Run 1, placement by cell class:
Fill, decap, tap and diode cells in grey.
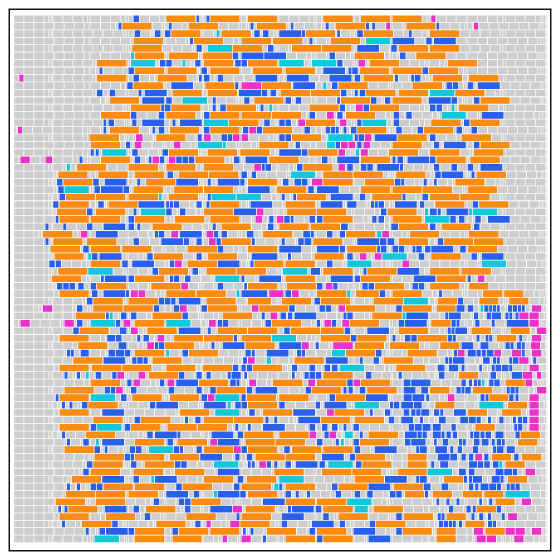
Run 1, power grid:
Bar = 50 µm. Pins as bars on the die edge.
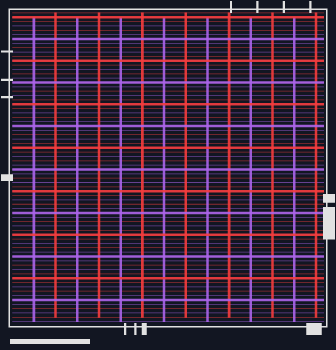
Run 1, metal layers overlaid:
Bar = 50 µm. Only two layers are drawn.
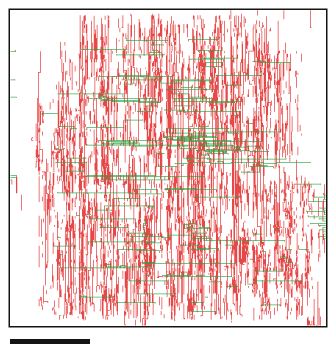
## src/rtl/mat_vec_mac_seq.sv

```systemverilog
// mat_vec_mac_seq: sequential matrix-vector multiplier, y[i] = sum_j x[j]*M[j][i].
// One multiply-accumulate per clock. The coefficient matrix is run-time
// writable while idle. Results stream out one element per valid/ready handshake.
module mat_vec_mac_seq #(
  parameter int N  = 6,
  parameter int W  = 8,
  parameter int XW = 1,
  localparam int IW = $clog2(N),
  localparam int AW = W + XW + $clog2(N)
) (
  input  logic            clk,
  input  logic            rst_n,
  input  logic [N*XW-1:0] in_vec,
  input  logic            in_valid,
  output logic            in_ready,
  input  logic            w_we,
  input  logic [IW-1:0]   w_row,
  input  logic [IW-1:0]   w_col,
  input  logic [W-1:0]    w_data,
  output logic [AW-1:0]   out_data,
  output logic [IW-1:0]   out_idx,
  output logic            out_last,
  output logic            out_valid,
  input  logic            out_ready,
  output logic            busy
);

  typedef enum logic [1:0] {IDLE, MAC, EMIT} state_t;

  localparam logic [IW-1:0] LAST_IDX = IW'(N - 1);

  state_t            state;
  state_t            state_next;
  logic [W-1:0]      m [N][N];
  logic [N*XW-1:0]   x_lat;
  logic [IW-1:0]     i_cnt;
  logic [IW-1:0]     j_cnt;
  logic [AW-1:0]     acc;
  logic [XW-1:0]     x_elem;
  logic [AW-1:0]     acc_sum;
  logic              w_in_range;

  // Current product term added to the running sum; full width, cannot wrap.
  assign x_elem     = x_lat[j_cnt*XW +: XW];
  assign acc_sum    = acc + (AW'(x_elem) * AW'(m[j_cnt][i_cnt]));
  assign w_in_range = ({1'b0, w_row} < (IW+1)'(N)) && ({1'b0, w_col} < (IW+1)'(N));

  // State register.
  always_ff @(posedge clk) begin
    // NOTE: sequential state uses non-blocking assignments so every register samples pre-edge values.
    if (!rst_n) state <= IDLE;
    else        state <= state_next;
  end

  // Next-state logic.
  always_comb begin
    // NOTE: default assignment first so no path leaves state_next unassigned (no latch).
    state_next = state;
    case (state)
      IDLE:    if (in_valid)          state_next = MAC;
      MAC:     if (j_cnt == LAST_IDX) state_next = EMIT;
      EMIT:    if (out_ready)         state_next = (i_cnt == LAST_IDX) ? IDLE : MAC;
      default:                        state_next = IDLE;
    endcase
  end

  // Handshake and status outputs decoded from the state.
  always_comb begin
    in_ready  = (state == IDLE);
    out_valid = (state == EMIT);
    busy      = (state != IDLE);
  end

  // Coefficient matrix: default pattern on reset, writes only while idle.
  always_ff @(posedge clk) begin
    if (!rst_n) begin
      // NOTE: the matrix is reset explicitly because its default pattern is architectural, not a don't-care.
      for (int r = 0; r < N; r++) begin
        for (int c = 0; c < N; c++) begin
          m[r][c] <= W'(r * 16 + c + 1);
        end
      end
    end else if (state == IDLE && w_we && w_in_range) begin
      m[w_row][w_col] <= w_data;
    end
  end

  // Datapath: vector latch, counters, accumulator and result registers.
  always_ff @(posedge clk) begin
    if (!rst_n) begin
      x_lat    <= '0;
      i_cnt    <= '0;
      j_cnt    <= '0;
      acc      <= '0;
      out_data <= '0;
      out_idx  <= '0;
      out_last <= 1'b0;
    end else begin
      case (state)
        IDLE: begin
          if (in_valid) begin
            x_lat <= in_vec;
            i_cnt <= '0;
            j_cnt <= '0;
            acc   <= '0;
          end
        end
        MAC: begin
          acc   <= acc_sum;
          j_cnt <= j_cnt + 1'b1;
          if (j_cnt == LAST_IDX) begin
            out_data <= acc_sum;
            out_idx  <= i_cnt;
            out_last <= (i_cnt == LAST_IDX);
          end
        end
        EMIT: begin
          // Result registers are untouched here, so data is stable under backpressure.
          if (out_ready && i_cnt != LAST_IDX) begin
            i_cnt <= i_cnt + 1'b1;
            j_cnt <= '0;
            acc   <= '0;
          end
        end
        default: ;
      endcase
    end
  end

endmodule

```

## config.mk

```make
export PLATFORM = sky130hd
export DESIGN_NAME = mat_vec_mac_seq
export DESIGN_NICKNAME = d
export VERILOG_FILES = /design/src/rtl/mat_vec_mac_seq.sv
export SDC_FILE = /design/constraint.sdc
export NUM_CORES = 1
export LEC_CHECK = 0
export CAP_MARGIN = 15
export CORE_UTILIZATION = 50
export DETAILED_ROUTE_END_ITERATION = 10
export HOLD_SLACK_MARGIN = 0.03
export MAX_ROUTING_LAYER = met4
export PLACE_DENSITY = 0.66
export SLEW_MARGIN = 20
export SYNTH_ARGS = -nofsm -noshare
export SYNTH_HDL_FRONTEND = slang
export SYNTH_SLANG_ARGS = --single-unit
```

## constraint.sdc

```tcl
create_clock -name clk -period 4.3 [get_ports clk]
set_input_delay 0.86 -clock clk [delete_from_list [all_inputs] [get_ports clk]]
set_output_delay 0.86 -clock clk [all_outputs]
set_load 0.05 [all_outputs]
```

==> reports/results.ini, run 1 <==
[grt]
grt_usage_pct = 24.68
first_global_vias = 11327

[run]
tool_warnings = 28

[clocking]
clk_pin_slew_worst_paths_ps = 60
cts-root-buf = clkbuf_16
cts_inserted_buffers = 44
h-tree-depth = 2
cts_tree = done
postCtsHoldBufs = 0

[yosys]
top_area_share_pct = 60.24
yosysWarnings = 0
common_cells = edfxtp_1 (384), and2_1 (180), mux4_2 (106), or3_1 (101), clkbuf_1 (69)
yosysCellCount = 1276
ys.flops = 429

[placement]
place_area_um2 = 20680
place_hpwl_mm = 29.58

[cells_and_area]
syn_to_final_growth_pct = 14.84
post-route-util_pct = 58.37
nets = 1476
comb_area_um2 = 6533
design_area_um2 = 21980

[critical_path]
required_ps = 4760
crit_path_end = out_data[10]
worstPathMaxFanout = 12
arrival_ps = 4510
worst_setup_path_start_kind = flop
r2r_cells = 12
cpMaxStageDelayCell = dfxtp_4

[sta]
fin_skew_ps = 11.87
relSlewSlack_pct = 35.10
finalHoldViolations = 0
finalSetupViolCount = 0
fin_setup_tns_ps = 0
drv_slew = 0

[route]
vias = 11405
dr.first_iter.drc_count = 1155
met2WireLength_mm = 21.82
met3_length_mm = 3.098

[power_and_ir_drop]
powerComb_w = 0.000509
p_int_w = 0.006831
clkPwrFrac_pct = 39.9
p_switching_w = 0.001901
clk-power_w = 0.00349
finalPower_w = 0.008731

[floorplan]
die_area_um2 = 39070
core_area_um2 = 37670

[outcome]
outcome = completed

[worst_hold_path]
min_path_cells = 2

Back to the opening pictures, 'placement by cell class':
legend:
  orange:
    class: sequential cells
    cells: 429
  magenta:
    class: remaining buffers and delay cells
    cells: 121
  cyan:
    class: clock drivers and dummy loads
    cells: 79
  blue:
    class: remaining logic cells
    cells: 842

Back to the opening pictures, 'power grid':
legend:
  purple:
    net: VSS
  red:
    net: VDD
met5 straps: 14
rows: 71
signal pins: 44
met1 rails: 72

Back to the opening pictures, 'metal layers overlaid':
legend:
  red:
    layer: M2
    wire_length: 21.8 mm
  green:
    layer: M3
    wire_length: 3100 µm

run 1: state kept, by name (all words and copies together), names as in the netlist, named ones only:
register / flops
acc: 12
i_cnt: 3
j_cnt: 3
m: 384
out_data: 12
out_idx: 3
out_last: 1
state: 2
x_lat: 6
run 1: kinds of logic (layout without fill, tap and decap cells):
| group | Yosys count | after routing | share of synthesized area, % |
|---|---|---|---|
| AOI/OAI and AO/OA | 124 | 124 | 3.823 |
| xor gates and xnor gates | 13 | 13 | 0.5948 |
| adders and majority gates | 13 | 13 | 0.8889 |
| DFF | 429 | 429 | 64.94 |
| buffers and inverters | 118 | 218 | 2.811 |
| other | 1 | 97 | 0.01959 |
| muxes | 114 | 114 | 13.14 |
| and+or+nand+nor | 464 | 464 | 13.78 |
run 1: layout make-up:
cell class / count / area share (%)
clock buffers: 63 / 5.520
inverters: 18 / 0.3073
diodes: 1 / 0.01138
repair buffers: 121 / 4.604
clock inverters: 16 / 0.3358
well taps: 511 / 2.908
flip-flops and latches: 429 / 56.60
multi-input cells: 824 / 29.71
run 1: layer usage:
metal | GRT usage (%) | up-vias
li1 | - | 5113
met1 | 34.35 | 5831
met2 | 38.13 | 394
met3 | 3.637 | 67
met4 | 6.891 | 0
met5 | - | -
run 1: critical path, delay by kind of cell (launching register included):
| kind | cells | cell delay, ps |
|---|---|---|
| AOI/OAI and AO/OA | 4 | 920 |
| xor gates and xnor gates | 1 | 80 |
| adders and majority gates | 2 | 690 |
| buffers and inverters | 1 | 220 |
| DFF | 1 | 500 |
| muxes | 3 | 1320 |
| and+or+nand+nor | 1 | 220 |
run 1: what timing repair did:
item | CTS | global route
endpoints found under the hold margin | 0 | 0
gates resized | 0 | 2
buffers inserted | 0 | 1
endpoints found under the setup margin | 0 | 4
Run 1, clock routing:
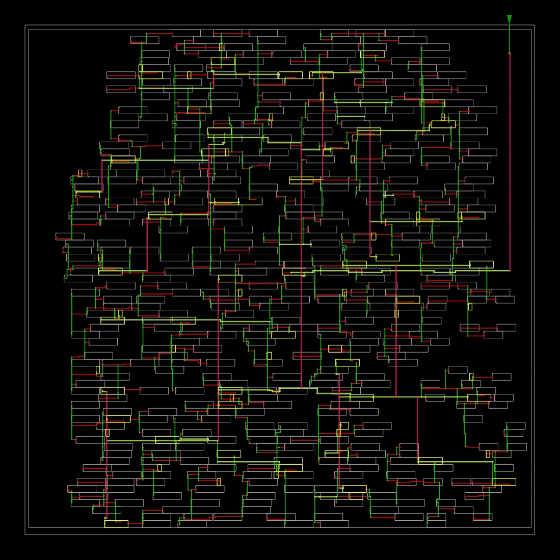

==> run 2, diff against run 1 <==
- clock period: 4.3 -> 4.1 ns (I/O delays scaled with it)
Run 2, clock routing:
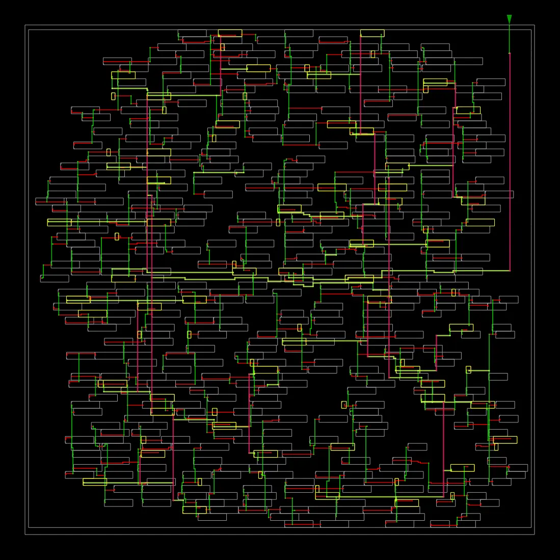
CTS buffer count: 46
# clk buffers: 57
Final Skew: 12.55 ps
Sink Count: 429

Run 2, metal layers overlaid:
Bar = 50 µm. Only two layers are drawn.
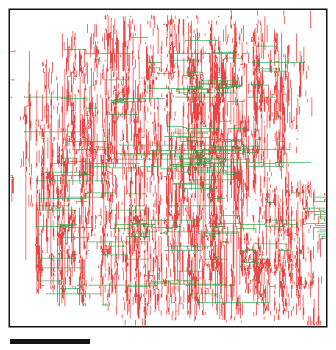
legend:
  red:
    layer: M2
    wire_length: 22.0 mm
  green:
    layer: M3
    wire_length: 3440 µm

==> reports/results.ini, run 2 <==
[power_and_ir_drop]
p_per_area_nw_per_um2 = 435.7

[yosys]
top_area_share_pct = 60.24  ; unchanged
yosysWarnings = 0  ; unchanged
common_cells = edfxtp_1 (384), and2_1 (180), mux4_2 (106), or3_1 (101), clkbuf_1 (69)
ys.flops = 429  ; unchanged
yosysCellCount = 1276  ; unchanged
synthDistinctLibCells = 50

[critical_path]
required_ps = 4550  ; -210 ps
cp.buffers_inverters = 1  ; unchanged
worstPathMaxFanout = 13  ; +1
critPathTopFamily = multiplexers
max_stage_delay_ps = 510
cpMaxStageDelayCell = mux4_2

[cells_and_area]
design_area_um2 = 22320  ; +1.5%
comb_area_um2 = 6533  ; unchanged
syn_to_final_growth_pct = 16.60
largest_register = m
largestRegisters = m (384), acc (12), out_data (12)
diodes = 0  ; -1

[route]
met2WireLength_mm = 22.00  ; +0.81%
met3_length_mm = 3.443  ; +11%
dr.first_iter.drc_count = 967  ; -16%
vias = 11472  ; +0.59%
vias_per_cell = 5.742
wl_per_cell_um = 23.08

[grt]
grt_usage_pct = 25.40  ; +0.72 points
met3_usage_pct = 3.910  ; +0.27 points
grt_max_degree = 50
grtUsageMet2_pct = 38.90  ; +0.77 points
first_global_vias = 11412  ; +0.75%
top_usage_layer = met2

[floorplan]
die_area_um2 = 39070  ; unchanged
core_area_um2 = 37670  ; unchanged

[placement]
port_buffers = 43
place_area_um2 = 20780  ; +0.50%
place_hpwl_mm = 30.37  ; +2.7%

[sta]
relSlewSlack_pct = 24.02  ; -11 points
period_used_pct = 95.86
finalHoldViolations = 0  ; unchanged
drv_slew = 0  ; unchanged
finalSetupViolCount = 0  ; unchanged
fin_setup_tns_ps = 0  ; unchanged

[clocking]
cts_tree = done
h-tree-depth = 2  ; unchanged
cts_post_setup_buffers_inserted = 0  ; unchanged
cts-root-buf = clkbuf_16

[outcome]
outcome = completed

==> run 2: cell counts after synthesis <==
No cell type changed its count.
==> run 2: cells by family (layout without fill, tap and decap cells) <==
group	after synthesis	in the layout	synth area share [%]
AOI/OAI and AO/OA	124	124	3.823
xor gates and xnor gates	13	13	0.5948
adders and majority gates	13	13	0.8889
buffers and inverters	118	234	2.811
DFF	429	429	64.94
muxes	114	114	13.14
other	1	96	0.01959
and+or+nand+nor	464	464	13.78
==> run 2: what timing repair did <==
action,CTS,global route
hold buffers,0,0
endpoints found under the setup margin,0,2
gates resized,0,4
==> run 2: area by class of cell <==
cell class	instances	area share, %
well taps	511	2.864
flip-flops and latches	429	55.75
multi-input cells	824	29.27
clock buffers	57	5.628
repair buffers	131	4.966
clock inverters	28	1.222
inverters	18	0.3027
==> run 2: where the power goes <==
part / switching, W / leakage (nW) / internal [W] / total, W
sequential: 0.0000552 / 4.00 / 0.00491 / 0.00497
clock: 0.00167 / 0.751 / 0.00254 / 0.00421
combinational: 0.000339 / 2.82 / 0.000208 / 0.000547
total: 0.00207 / 7.57 / 0.00766 / 0.00972
==> run 2: worst paths after layout <==
kind | endpoint | slack [ps] | start | cells past startpoint
hold / removal | x_lat[5] | 460 | x_lat[5] | 2
hold reg to reg | x_lat[5] | 460 | x_lat[5] | 2
setup / recovery | acc[10] | 170 | flop | 12
setup reg to reg | acc[10] | 170 | flop | 12
==> run 2: metrics by stage <==
step                util [%]  hold slack [ps]  setup WS, ps  power (W)
floorplan                  -            433.1         608.4   0.005354
global placement       55.19            446.2         191.5   0.005592
detailed placement     55.18            447.9         161.3   0.005605
CTS                    59.24            458.9         131.0   0.009786
global route           59.26            472.0         2.958    0.01000
finish                 59.26            457.4         169.7   0.009725
Power is estimated from default activity; no workload was simulated.
